**config.mk**
```make
export PLATFORM = sky130hd
export DESIGN_NAME = dac_bank_sequencer
export DESIGN_NICKNAME = d
export VERILOG_FILES = /design/src/rtl/dac_bank_sequencer.sv
export SDC_FILE = /design/constraint.sdc
export NUM_CORES = 1
export LEC_CHECK = 0
export ABC_AREA = 1
export CORE_MARGIN = 2
export CORE_UTILIZATION = 61
export CTS_CLUSTER_DIAMETER = 100
export DETAILED_ROUTE_END_ITERATION = 16
export GPL_TIMING_DRIVEN = 0
export PLACE_DENSITY_LB_ADDON = 0.15
export SKIP_CTS_REPAIR_TIMING = 1
export SLEW_MARGIN = 20
export SYNTH_ARGS = -nofsm -noshare
export SYNTH_HDL_FRONTEND = slang
export SYNTH_SLANG_ARGS = --single-unit
```
**constraint.sdc**
```tcl
create_clock -name i_bitclk -period 16.4 [get_ports i_bitclk]
set_clock_uncertainty 0.15 [all_clocks]
set_input_delay 2.46 -clock i_bitclk [delete_from_list [all_inputs] [get_ports i_bitclk]]
set_output_delay 2.46 -clock i_bitclk [all_outputs]
set_load 0.05 [all_outputs]
```
**src/rtl/dac_bank_sequencer.sv**
```systemverilog
// Command-driven sequencer for NUM_CH three-wire serial DACs: pops 32-bit words from the
// USB read FIFO, applies them after an optional delay and shifts frames on a shared tick.
module dac_bank_sequencer #(
  parameter int NUM_CH   = 9,
  parameter int VBITS    = 16,
  parameter int SCLK_DIV = 2,
  parameter int TM_UNIT  = 64
) (
  input  logic              i_bitclk,
  input  logic              i_reset,
  input  logic [31:0]       i_cmd_data,
  input  logic              i_cmd_empty,
  output logic              o_cmd_rd,
  output logic [NUM_CH-1:0] o_dac_lrck,
  output logic [NUM_CH-1:0] o_dac_sclk,
  output logic [NUM_CH-1:0] o_dac_sdata,
  output logic [NUM_CH-1:0] o_busy,
  output logic              o_cmd_err
);

  localparam int TICK_W      = (SCLK_DIV > 1) ? $clog2(SCLK_DIV) : 1;
  localparam int FRAME_TICKS = 2 * (VBITS + 1);
  localparam int PH_W        = $clog2(FRAME_TICKS);
  localparam int BIT_W       = $clog2(VBITS);
  localparam int WAIT_W      = $clog2(63 * TM_UNIT + 1);

  typedef enum logic [2:0] {
    S_IDLE   = 3'd0,
    S_FETCH  = 3'd1,
    S_DECODE = 3'd2,
    S_WAIT   = 3'd3,
    S_ISSUE  = 3'd4
  } state_t;

  state_t              r_state;
  state_t              w_state_nxt;
  logic [31:0]         r_cmd;
  logic [WAIT_W-1:0]   r_wait_cnt;
  logic                r_cmd_err;
  logic                w_cmd_rd;
  logic                w_issue;
  logic                w_err;
  logic                w_valid;
  logic                w_ch_ok;
  logic [3:0]          w_mode;
  logic [5:0]          w_tm;
  logic [5:0]          w_ch;
  logic [VBITS-1:0]    w_v;

  logic [TICK_W-1:0]   r_tick_cnt;
  logic                w_tick;

  logic [VBITS-1:0]    r_shadow [NUM_CH];
  logic [VBITS-1:0]    r_active [NUM_CH];
  logic [PH_W-1:0]     r_phase  [NUM_CH];
  logic [NUM_CH-1:0]   r_pending;
  logic [NUM_CH-1:0]   r_in_frame;
  logic [NUM_CH-1:0]   r_lrck;
  logic [NUM_CH-1:0]   r_sclk;
  logic [NUM_CH-1:0]   r_sdata;

  logic [PH_W-1:0]     w_phase_nxt [NUM_CH];
  logic [BIT_W-1:0]    w_bit_idx   [NUM_CH];
  logic [NUM_CH-1:0]   w_sdata_nxt;
  logic [NUM_CH-1:0]   w_sel;
  logic [NUM_CH-1:0]   w_wr_shadow;
  logic [NUM_CH-1:0]   w_wr_pend;
  logic [NUM_CH-1:0]   w_start;

  assign w_mode = r_cmd[31:28];
  assign w_tm   = r_cmd[27:22];
  assign w_ch   = r_cmd[21:16];
  assign w_v    = r_cmd[15:0];

  // Command legality: channel 0 is reserved, only modes 0..3 exist.
  always_comb begin
    w_ch_ok = (w_ch != 6'd0) && (int'(w_ch) <= NUM_CH);
    case (w_mode)
      4'd0, 4'd1: w_valid = w_ch_ok;
      4'd2, 4'd3: w_valid = 1'b1;
      default:    w_valid = 1'b0;
    endcase
  end

  // Command FSM next-state and strobes.
  always_comb begin
    w_state_nxt = r_state;
    w_cmd_rd    = 1'b0;
    w_issue     = 1'b0;
    w_err       = 1'b0;
    case (r_state)
      S_IDLE: begin
        if (!i_cmd_empty) begin
          w_cmd_rd    = 1'b1;
          w_state_nxt = S_FETCH;
        end else begin
          w_state_nxt = S_IDLE;
        end
      end
      S_FETCH:  w_state_nxt = S_DECODE;
      S_DECODE: begin
        if (!w_valid) begin
          w_err       = 1'b1;
          w_state_nxt = S_IDLE;
        end else if (w_tm == 6'd0) begin
          w_state_nxt = S_ISSUE;
        end else begin
          w_state_nxt = S_WAIT;
        end
      end
      S_WAIT: begin
        if (r_wait_cnt == '0) begin
          w_state_nxt = S_ISSUE;
        end else begin
          w_state_nxt = S_WAIT;
        end
      end
      S_ISSUE: begin
        w_issue     = 1'b1;
        w_state_nxt = S_IDLE;
      end
      default: w_state_nxt = S_IDLE;
    endcase
  end

  // FSM state, fetched command word and delay counter.
  always_ff @(posedge i_bitclk or posedge i_reset) begin
    if (i_reset) begin
      r_state    <= S_IDLE;
      r_cmd      <= 32'd0;
      r_wait_cnt <= '0;
      r_cmd_err  <= 1'b0;
    end else begin
      r_state   <= w_state_nxt;
      r_cmd_err <= w_err;
      if (r_state == S_FETCH) begin
        r_cmd <= i_cmd_data;
      end
      // Loaded with N-1 so WAIT lasts exactly tm*TM_UNIT cycles.
      if (r_state == S_DECODE) begin
        r_wait_cnt <= WAIT_W'(w_tm) * WAIT_W'(TM_UNIT) - WAIT_W'(1);
      end else if ((r_state == S_WAIT) && (r_wait_cnt != '0)) begin
        r_wait_cnt <= r_wait_cnt - WAIT_W'(1);
      end
    end
  end

  // Shared free-running serial tick.
  always_ff @(posedge i_bitclk or posedge i_reset) begin
    if (i_reset) begin
      r_tick_cnt <= '0;
    end else if (w_tick) begin
      r_tick_cnt <= '0;
    end else begin
      r_tick_cnt <= r_tick_cnt + TICK_W'(1);
    end
  end

  assign w_tick = (r_tick_cnt == TICK_W'(SCLK_DIV - 1));

  // Per-channel issue decode, frame-start qualification and next serial bit.
  always_comb begin
    w_wr_shadow = '0;
    w_wr_pend   = '0;
    for (int i = 0; i < NUM_CH; i++) begin
      w_sel[i]       = (int'(w_ch) == (i + 1));
      w_start[i]     = w_tick && !r_in_frame[i] && r_pending[i];
      w_phase_nxt[i] = r_phase[i] + PH_W'(1);
      w_bit_idx[i]   = BIT_W'(VBITS - 1) - w_phase_nxt[i][BIT_W:1];
      if (w_phase_nxt[i] < PH_W'(2 * VBITS)) begin
        w_sdata_nxt[i] = r_active[i][w_bit_idx[i]];
      end else begin
        w_sdata_nxt[i] = 1'b0;
      end
    end
    if (w_issue) begin
      case (w_mode)
        4'd0: w_wr_shadow = w_sel;
        4'd1: begin
          w_wr_shadow = w_sel;
          w_wr_pend   = w_sel;
        end
        4'd2: w_wr_pend = '1;
        4'd3: begin
          w_wr_shadow = '1;
          w_wr_pend   = '1;
        end
        default: w_wr_pend = '0;
      endcase
    end else begin
      w_wr_pend = '0;
    end
  end

  // Shadow values and pending flags; an ISSUE beats a coincident frame start.
  always_ff @(posedge i_bitclk or posedge i_reset) begin
    if (i_reset) begin
      r_pending <= '0;
      for (int i = 0; i < NUM_CH; i++) begin
        r_shadow[i] <= '0;
      end
    end else begin
      for (int i = 0; i < NUM_CH; i++) begin
        if (w_wr_shadow[i]) begin
          r_shadow[i] <= w_v;
        end
        if (w_wr_pend[i]) begin
          r_pending[i] <= 1'b1;
        end else if (w_start[i]) begin
          r_pending[i] <= 1'b0;
        end
      end
    end
  end

  // Frame engines: phase 0..2*VBITS-1 data with lrck low, last two phases latch with lrck high.
  always_ff @(posedge i_bitclk or posedge i_reset) begin
    if (i_reset) begin
      r_in_frame <= '0;
      r_lrck     <= '1;
      r_sclk     <= '0;
      r_sdata    <= '0;
      for (int i = 0; i < NUM_CH; i++) begin
        r_active[i] <= '0;
        r_phase[i]  <= '0;
      end
    end else if (w_tick) begin
      for (int i = 0; i < NUM_CH; i++) begin
        if (w_start[i]) begin
          r_active[i]   <= r_shadow[i];
          r_in_frame[i] <= 1'b1;
          r_phase[i]    <= '0;
          r_lrck[i]     <= 1'b0;
          r_sclk[i]     <= 1'b0;
          r_sdata[i]    <= r_shadow[i][VBITS-1];
        end else if (r_in_frame[i]) begin
          if (r_phase[i] == PH_W'(FRAME_TICKS - 1)) begin
            r_in_frame[i] <= 1'b0;
            r_phase[i]    <= '0;
            r_lrck[i]     <= 1'b1;
            r_sclk[i]     <= 1'b0;
            r_sdata[i]    <= 1'b0;
          end else begin
            r_phase[i] <= w_phase_nxt[i];
            r_sclk[i]  <= w_phase_nxt[i][0];
            r_lrck[i]  <= (w_phase_nxt[i] >= PH_W'(2 * VBITS));
            r_sdata[i] <= w_sdata_nxt[i];
          end
        end
      end
    end
  end

  assign o_cmd_rd    = w_cmd_rd;
  assign o_cmd_err   = r_cmd_err;
  assign o_dac_lrck  = r_lrck;
  assign o_dac_sclk  = r_sclk;
  assign o_dac_sdata = r_sdata;
  assign o_busy      = r_pending | r_in_frame;

endmodule
```
==> flow.log <==
[report] implementation figures
[metrics] worst slew margin relative to its limit: 0.3185
[metrics] top area contributor share: 0.5344
[metrics] initial standard-cell utilization of the core: 0.6203
[metrics] number of global-route vias before repair: 15,730
[metrics] number of levels the H-tree was split into: 2
[metrics] Simple Share, Synth: 0.2442
[metrics] EDFF count, synth: 0
[metrics] fraction of area in multi-input gates: 0.3274
[metrics] terminating pin of the worst hold path: r_active[120]
[metrics] number of cells in the finished layout apart from fillers: 2,949
[metrics] sequential-cell power consumption: 1.20 mW
[metrics] sequential cell fraction of total power: 0.406
[metrics] Final Hold Fails: 0
[metrics] area fraction in full adders, half adders and majority gates: 0.01342
[metrics] Synthesized Nets: 2,443
[metrics] non-clock inverter instance count of the final layout: 263
[metrics] fraction of layout instances using a drive strength above 1: 0.08762
[metrics] DR WL met3: 3006 um
[metrics] Avg Synthesized Cell Area: 8.200 um^2
[metrics] initial antenna violation count: 1
[metrics] Comb pwr share: 0.252
[metrics] cell with the most instances after synthesis: nand2_1
[metrics] combinational-cell power consumption: 746 uW
[metrics] most frequent logic cell in the layout: nand2_1
[metrics] global-route met1 utilization: 0.4037
[metrics] tap cell instance count: around 400
[metrics] result of the run: completed
[metrics by stage]
stage                     setup slack [ns]    util  instance area (um^2)
after CTS                            9.799  0.7097                 22390
final                                9.812  0.7098                 22400
after detailed placement             9.817  0.6628                 20920
after floorplan                      1.915       -                 19570
after global routing                 9.722  0.7097                 22390
after global placement              -2.664  0.6591                 20800
[logic make-up (layout without fill, tap and decap cells)]
logic type               after synthesis  count (layout)
buffers and inverters                348             506
other                                  0               2
flip-flops                           427             427
adder cells (fa/ha/maj)               21              21
multiplexers                           7               7
AND/OR/NAND/NOR                     1193            1193
XOR/XNOR                              15              15
AND-OR/OR-AND                        376             376
[critical path, cell delays in order]
cell and delay (ns):
clkdlybuf4s50_1 0.41, nor3_1 0.25, clkdlybuf4s50_1 0.86
==> images/floorplan.png <==
Scale bar: 50 um. Pins as bars on the die edge.
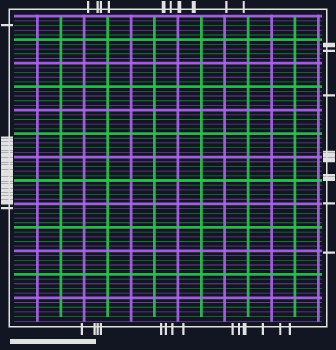
color	net
purple	VSS
green	VDD
met1 rails	66
rows	65
signal pins	73
die extent in x: 183.1 um
vertical extent of the die: 183.1 um
worst-case vdd ir drop: 0.1145 mV

==> images/class_map.png <==
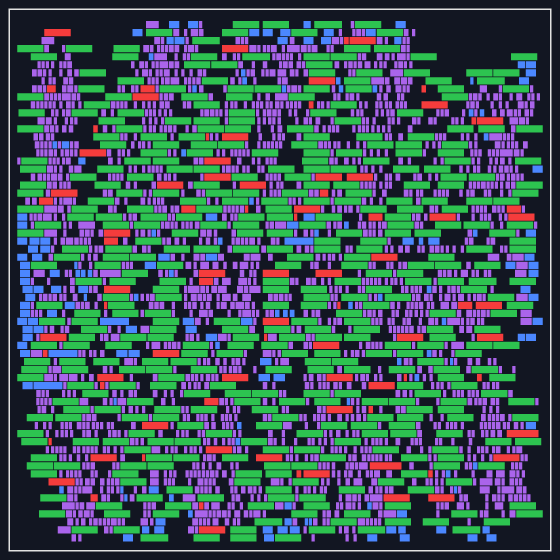
color	class	cells	share of their area
red	clock drivers and dummy loads	82	6.8%
green	registers	427	49%
blue	remaining buffers and delay cells	161	6.3%
purple	remaining logic cells	1,875	38%
fraction of area in registers: 0.4775
Core Area: 31,560 um^2
Layout Cell Area excl Fill: 22,400 um^2
number of standard-cell rows in the floorplan: 65
final core utilization: 0.7098

==> images/clock_wires.png <==
Scale bar: 50 um.
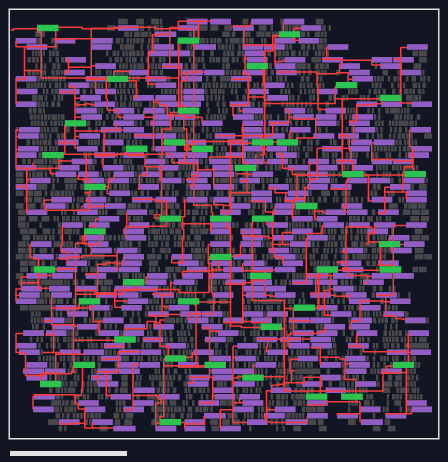
[green] clock-net drivers | count: 45
[red] clock wires | length: 4,990 um
[purple] flip-flops | count: 427
routed clock nets	46
Clock net power: 1.01 mW
clock share of power: 0.342
clock latency reported for the late side of the worst-skew pair: 0.55 ns

==> images/layers.png <==
Scale bar: 50 um.
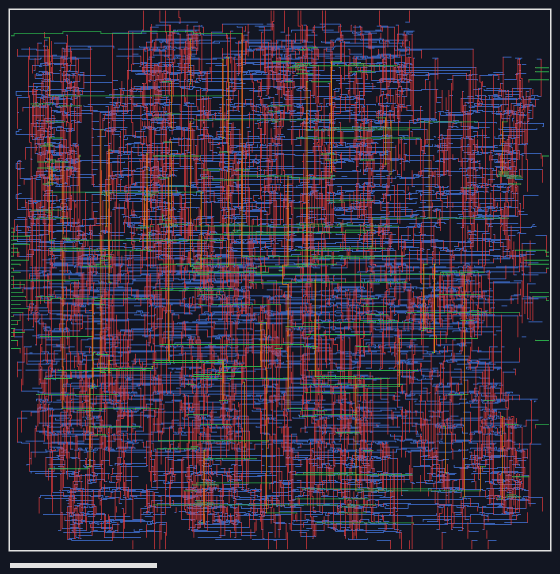
color	layer	wire length
green	M3	3,010 um
blue	M1	20.3 mm
red	M2	22.5 mm
orange	M4	1,450 um
global router's overall resource usage: 0.2901
per-cell routed wire length: 16.03 um

==> images/clock_nets.png <==
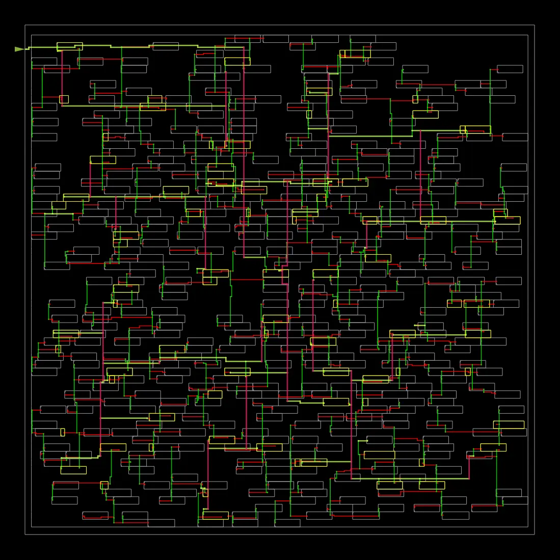
Sink Count: 427
flop count: 427
CLK BUF: 65
number of buffers added by the clock tree synthesis step: 45

Power is estimated from default activity; no workload was simulated.
